==> images/congestion.png <==
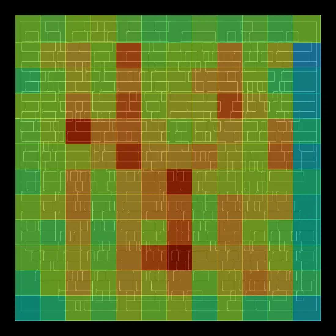
==> images/layer_met2.png <==
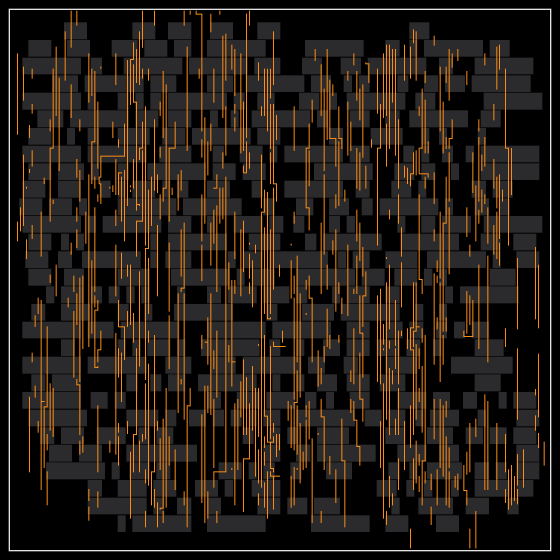
==> images/metal_density.png <==
The die is cut into 17 by 17 equal tiles; dark blue is low, red is high, scaled to the fullest tile. Values are wire area over tile area, all layers added.
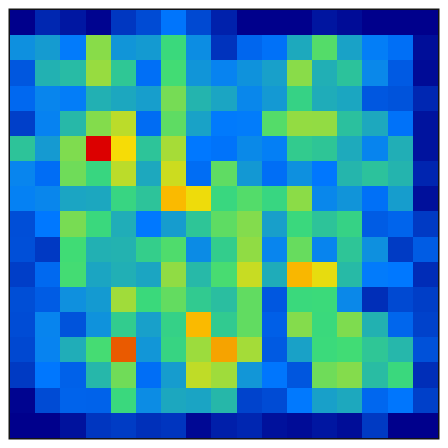
`src/rtl/output_display.sv`:
```
// SAP-1 output register with sequential binary-to-BCD conversion (shift-add-3)
// and a free-running, multiplexed 3-digit 7-segment driver with leading-zero blanking.
`timescale 1ns/1ps
module output_display #(
  parameter int unsigned WIDTH    = 8,
  parameter int unsigned SCAN_DIV = 16
) (
  input  logic             CLK,
  input  logic             CLR,
  input  logic [WIDTH-1:0] bus_in,
  input  logic             LO,
  output logic [WIDTH-1:0] out_reg,
  output logic             busy,
  output logic [2:0]       digit_sel,
  output logic [6:0]       seg
);

  localparam int unsigned BcdW = 12;
  localparam int unsigned CntW = (WIDTH > 1) ? $clog2(WIDTH) : 1;
  localparam int unsigned DivW = 16;

  typedef enum logic [0:0] {StIdle, StConvert} state_e;

  state_e              r_state, w_state_next;
  logic [WIDTH-1:0]    r_out;
  logic [WIDTH-1:0]    r_shift;
  logic [BcdW-1:0]     r_scratch;
  logic [CntW-1:0]     r_count;
  logic [3:0]          r_hund, r_tens, r_ones;
  logic [DivW-1:0]     r_div;
  logic [2:0]          r_digit_sel;

  logic [BcdW-1:0]       w_adj;
  logic [BcdW+WIDTH-1:0] w_shifted;
  logic                  w_last;
  logic [3:0]            w_nib;
  logic                  w_blank;

  // Add-3 correction on every BCD nibble, then one left shift of {scratch, shift}.
  always_comb begin
    w_adj = '0;
    for (int i = 0; i < 3; i++) begin
      w_adj[4*i+:4] = (r_scratch[4*i+:4] >= 4'd5) ? r_scratch[4*i+:4] + 4'd3
                                                   : r_scratch[4*i+:4];
    end
    w_shifted = {w_adj, r_shift} << 1;
    w_last    = (r_count == CntW'(WIDTH - 1));
  end

  always_comb begin
    w_state_next = r_state;
    if (!LO) begin
      w_state_next = StConvert;
    end else begin
      case (r_state)
        StIdle:    w_state_next = StIdle;
        StConvert: if (w_last) w_state_next = StIdle;
        default:   w_state_next = StIdle;
      endcase
    end
  end

  always_ff @(posedge CLK or negedge CLR) begin
    if (!CLR) begin
      r_state <= StIdle;
    end else begin
      r_state <= w_state_next;
    end
  end

  // A load wins over the conversion step on the same edge.
  always_ff @(posedge CLK or negedge CLR) begin
    if (!CLR) begin
      r_out     <= '0;
      r_shift   <= '0;
      r_scratch <= '0;
      r_count   <= '0;
      r_hund    <= '0;
      r_tens    <= '0;
      r_ones    <= '0;
    end else if (!LO) begin
      r_out     <= bus_in;
      r_shift   <= bus_in;
      r_scratch <= '0;
      r_count   <= '0;
    end else if (r_state == StConvert) begin
      r_scratch <= w_shifted[WIDTH+:BcdW];
      r_shift   <= w_shifted[WIDTH-1:0];
      r_count   <= r_count + CntW'(1);
      if (w_last) begin
        r_ones <= w_shifted[WIDTH+:4];
        r_tens <= w_shifted[WIDTH+4+:4];
        r_hund <= w_shifted[WIDTH+8+:4];
      end
    end
  end

  always_ff @(posedge CLK or negedge CLR) begin
    if (!CLR) begin
      r_div       <= '0;
      r_digit_sel <= 3'b001;
    end else if (r_div == DivW'(SCAN_DIV - 1)) begin
      r_div       <= '0;
      r_digit_sel <= {r_digit_sel[1:0], r_digit_sel[2]};
    end else begin
      r_div <= r_div + DivW'(1);
    end
  end

  always_comb begin
    w_nib   = '0;
    w_blank = 1'b1;
    unique case (r_digit_sel)
      3'b001: begin
        w_nib   = r_ones;
        w_blank = 1'b0;
      end
      3'b010: begin
        w_nib   = r_tens;
        w_blank = (r_hund == 4'd0) && (r_tens == 4'd0);
      end
      3'b100: begin
        w_nib   = r_hund;
        w_blank = (r_hund == 4'd0);
      end
      default: begin
        w_nib   = '0;
        w_blank = 1'b1;
      end
    endcase
  end

  always_comb begin
    seg = 7'b0000000;
    if (!w_blank) begin
      case (w_nib)
        4'd0:    seg = 7'b0111111;
        4'd1:    seg = 7'b0000110;
        4'd2:    seg = 7'b1011011;
        4'd3:    seg = 7'b1001111;
        4'd4:    seg = 7'b1100110;
        4'd5:    seg = 7'b1101101;
        4'd6:    seg = 7'b1111101;
        4'd7:    seg = 7'b0000111;
        4'd8:    seg = 7'b1111111;
        4'd9:    seg = 7'b1101111;
        default: seg = 7'b0000000;
      endcase
    end
  end

  assign out_reg   = r_out;
  assign busy      = (r_state == StConvert);
  assign digit_sel = r_digit_sel;

endmodule
```
`config.mk`:
```
export PLATFORM = sky130hd
export DESIGN_NAME = output_display
export DESIGN_NICKNAME = d
export VERILOG_FILES = /design/src/rtl/output_display.sv
export SDC_FILE = /design/constraint.sdc
export NUM_CORES = 1
export LEC_CHECK = 0
export ABC_CLOCK_PERIOD_IN_PS = 4800
export CELL_PAD_IN_SITES_DETAIL_PLACEMENT = 1
export CELL_PAD_IN_SITES_GLOBAL_PLACEMENT = 1
export CORE_UTILIZATION = 49
export CTS_BUF_LIST = sky130_fd_sc_hd__clkbuf_4 sky130_fd_sc_hd__clkbuf_8 sky130_fd_sc_hd__clkbuf_16
export DETAILED_ROUTE_END_ITERATION = 10
export GPL_TIMING_DRIVEN = 0
export PLACE_DENSITY_LB_ADDON = 0.1
export SYNTH_ARGS = -nofsm -noshare
export SYNTH_HDL_FRONTEND = slang
export SYNTH_SLANG_ARGS = --single-unit
```
`constraint.sdc`:
```
create_clock -name CLK -period 4.8 [get_ports CLK]
set_clock_uncertainty 0.05 [all_clocks]
set_input_delay 1.44 -clock CLK [delete_from_list [all_inputs] [get_ports CLK]]
set_output_delay 1.44 -clock CLK [all_outputs]
set_load 0.01 [all_outputs]
```
==> metrics.csv <==
stage,metric,value,unit
pwr,Max VDD drop,0.000187,V
synth,cell type with the largest total area,dfrtp_1,
setup_path,reg-to-reg startpoint,r_count[0],
worst_hold_path,HP Class,reg -> reg,
cts,clock sink count,63,
floorplanning,core area,6390,µm²
pwr,Tot Pwr,1.14,mW
final_timing,Final TNS setup,0,ps
routing,post-route ant nets,0,
floorplanning,chip height,83.5,µm
floorplanning,FP Rows,29,
cts,Root Driver,clkbuf_8,
job,count of tool warnings,31,
final_timing,RSZ-0062 raised after global routing,no,
final_layout,synthesis-to-finish area growth,17.7,%
synth,synthesis warning total,0,
routing,Vias/cell,5.62,
place,post-DP HPWL,4.81,mm
synth,Unique cell types,47,
setup_path,"reg-to-reg slack, setup",2980,ps
synth,Synth async-reset ratio,100,%
synth,Post-synth regs,63,
final_layout,Antenna Cells,0,
cts,Max Root-Sink Buffers,2,
final_timing,Final Max Tran Viols,0,
setup_path,critical path data arrival time,2900,ps
pwr,power per cell area,297,nW/µm²
setup_path,R2R Path End,r_hund[3],
worst_hold_path,sink of the worst hold path,out_reg[0],
global_route,vias in the first global route,2522,
setup_path,critical path startpoint category,flop,
global_route,global-route wire length before repair,12.0,mm
floorplanning,Initial Util,50.9,%
status,status,"complete, no violations",
synth,cells in synth_stat.txt,303,
cts,Clock Latency Late Sink,340,ps
pwr,Pleak,1.82,nW
cts,"Clk pin slew, worst setup/hold paths",70,ps
cts,setup bufs post-CTS,0,
cts,hold_buf cts,0,
routing,final WL,7.00,mm
synth,Top-area cell share,47.7,%
floorplanning,Die ar.,6960,µm²
job,MaxCap Viol Count,0,
worst_hold_path,Worst Hold Depth,2,
global_route,gr usage total,21.9,%
cts,CTS buffer count,9,
final_timing,Tmin final,4390,ps
routing,DRT Pass-1 Iters,4,
setup_path,Setup crit end kind,output port,
Notes on congestion.png above:
Core Util, Final: 59.9%
routing usage on met1: 27.8%
drt wl/cell: 16.5 µm

Notes on layer_met2.png above:
nets with wire on the layer: 327
wire length on this layer: 3430 µm
main direction: vertical

Notes on metal_density.png above:
nearly empty tiles: 4.8%
tiles over half the peak: 19%
densest ninth of the die: center

==> cell type report <==
| type | instances | area [µm²] |
|---|---|---|
| buffer | 13 | 67.6 |
| clock buffer | 10 | 131 |
| clock inverter | 6 | 61.3 |
| fill | 696 | 2560 |
| inverter | 12 | 45.0 |
| multi-input combinational | 215 | 1560 |
| sequential | 63 | 1580 |
| tap | 77 | 96.3 |
| timing repair buffer | 29 | 288 |
==> cell usage in the layout (no fill, tap or decap), types with 2 or more instances in the layout <==
master,n
and4_1,2
nor4bb_1,6
nor4_1,3
nor2_1,20
nand2_1,23
buf_4,2
nor3b_1,5
nand2b_1,4
and2_1,3
a2111oi_2,2
clkbuf_1,8
and3_1,2
a31oi_1,2
clkdlybuf4s50_1,28
ha_1,12
mux2i_1,17
xnor2_1,13
dfrtp_1,62
a211oi_1,4
nand3_1,10
clkbuf_8,9
inv_1,11
a21boi_0,3
a211o_1,2
a21oi_1,17
clkinv_2,3
o211a_1,3
mux2_2,14
buf_6,2
nor2b_1,9
buf_1,2
nand4_1,4
or4_1,2
o21ai_0,15
xor2_1,5
==> critical path: stages, from the launching register on <==
cell,delay [ps]
dfstp_2,550
nor3b_2,390
a221o_2,320
inv_1,60
ha_1,290
a21oi_1,80
a2111oi_2,290
clkdlybuf4s50_1,590
==> cell families after synthesis <==
group,synth area share (%)
AND-OR/OR-AND,11.3
buffers and inverters,3.46
adder cells (fa/ha/maj),4.62
AND/OR/NAND/NOR,17.1
XOR/XNOR,4.85
multiplexers,10.1
flip-flops,48.5
==> through the flow <==
stage	worst slack [ps]	std cells	hold slack (ps)
2_1_floorplan	1330	303	397
3_3_place_gp	83.6	409	421
3_5_place_dp	752	409	422
4_1_cts	381	425	445
5_1_grt	213	425	469
6_report	406	425	445
==> how the worst max path moves through the flow <==
| stage | startpoint | end | cells past startpoint |
|---|---|---|---|
| final | digit_sel[0] | seg[3] | 7 |
| after floorplan | digit_sel[0] | seg[5] | 6 |
| after detailed placement | digit_sel[0] | seg[3] | 7 |
| after global routing | digit_sel[0] | seg[0] | 8 |
| after global placement | CLR | out_reg[3] | 1 |
| after CTS | digit_sel[0] | seg[3] | 7 |
==> power by group <==
part           internal, mW  switching (mW)
Sequential            0.554          0.0188
Combinational        0.0519          0.0537
Clock                 0.244           0.213
Total                 0.850           0.286
==> per-layer routing <==
metal	track usage [%]	part of all wire (%)
met3	4.95	3.1
met1	27.8	46
met5	0	0
met4	7.40	1.6
met2	37.0	49
No activity file was given, so power comes from the tool's default toggle rates.
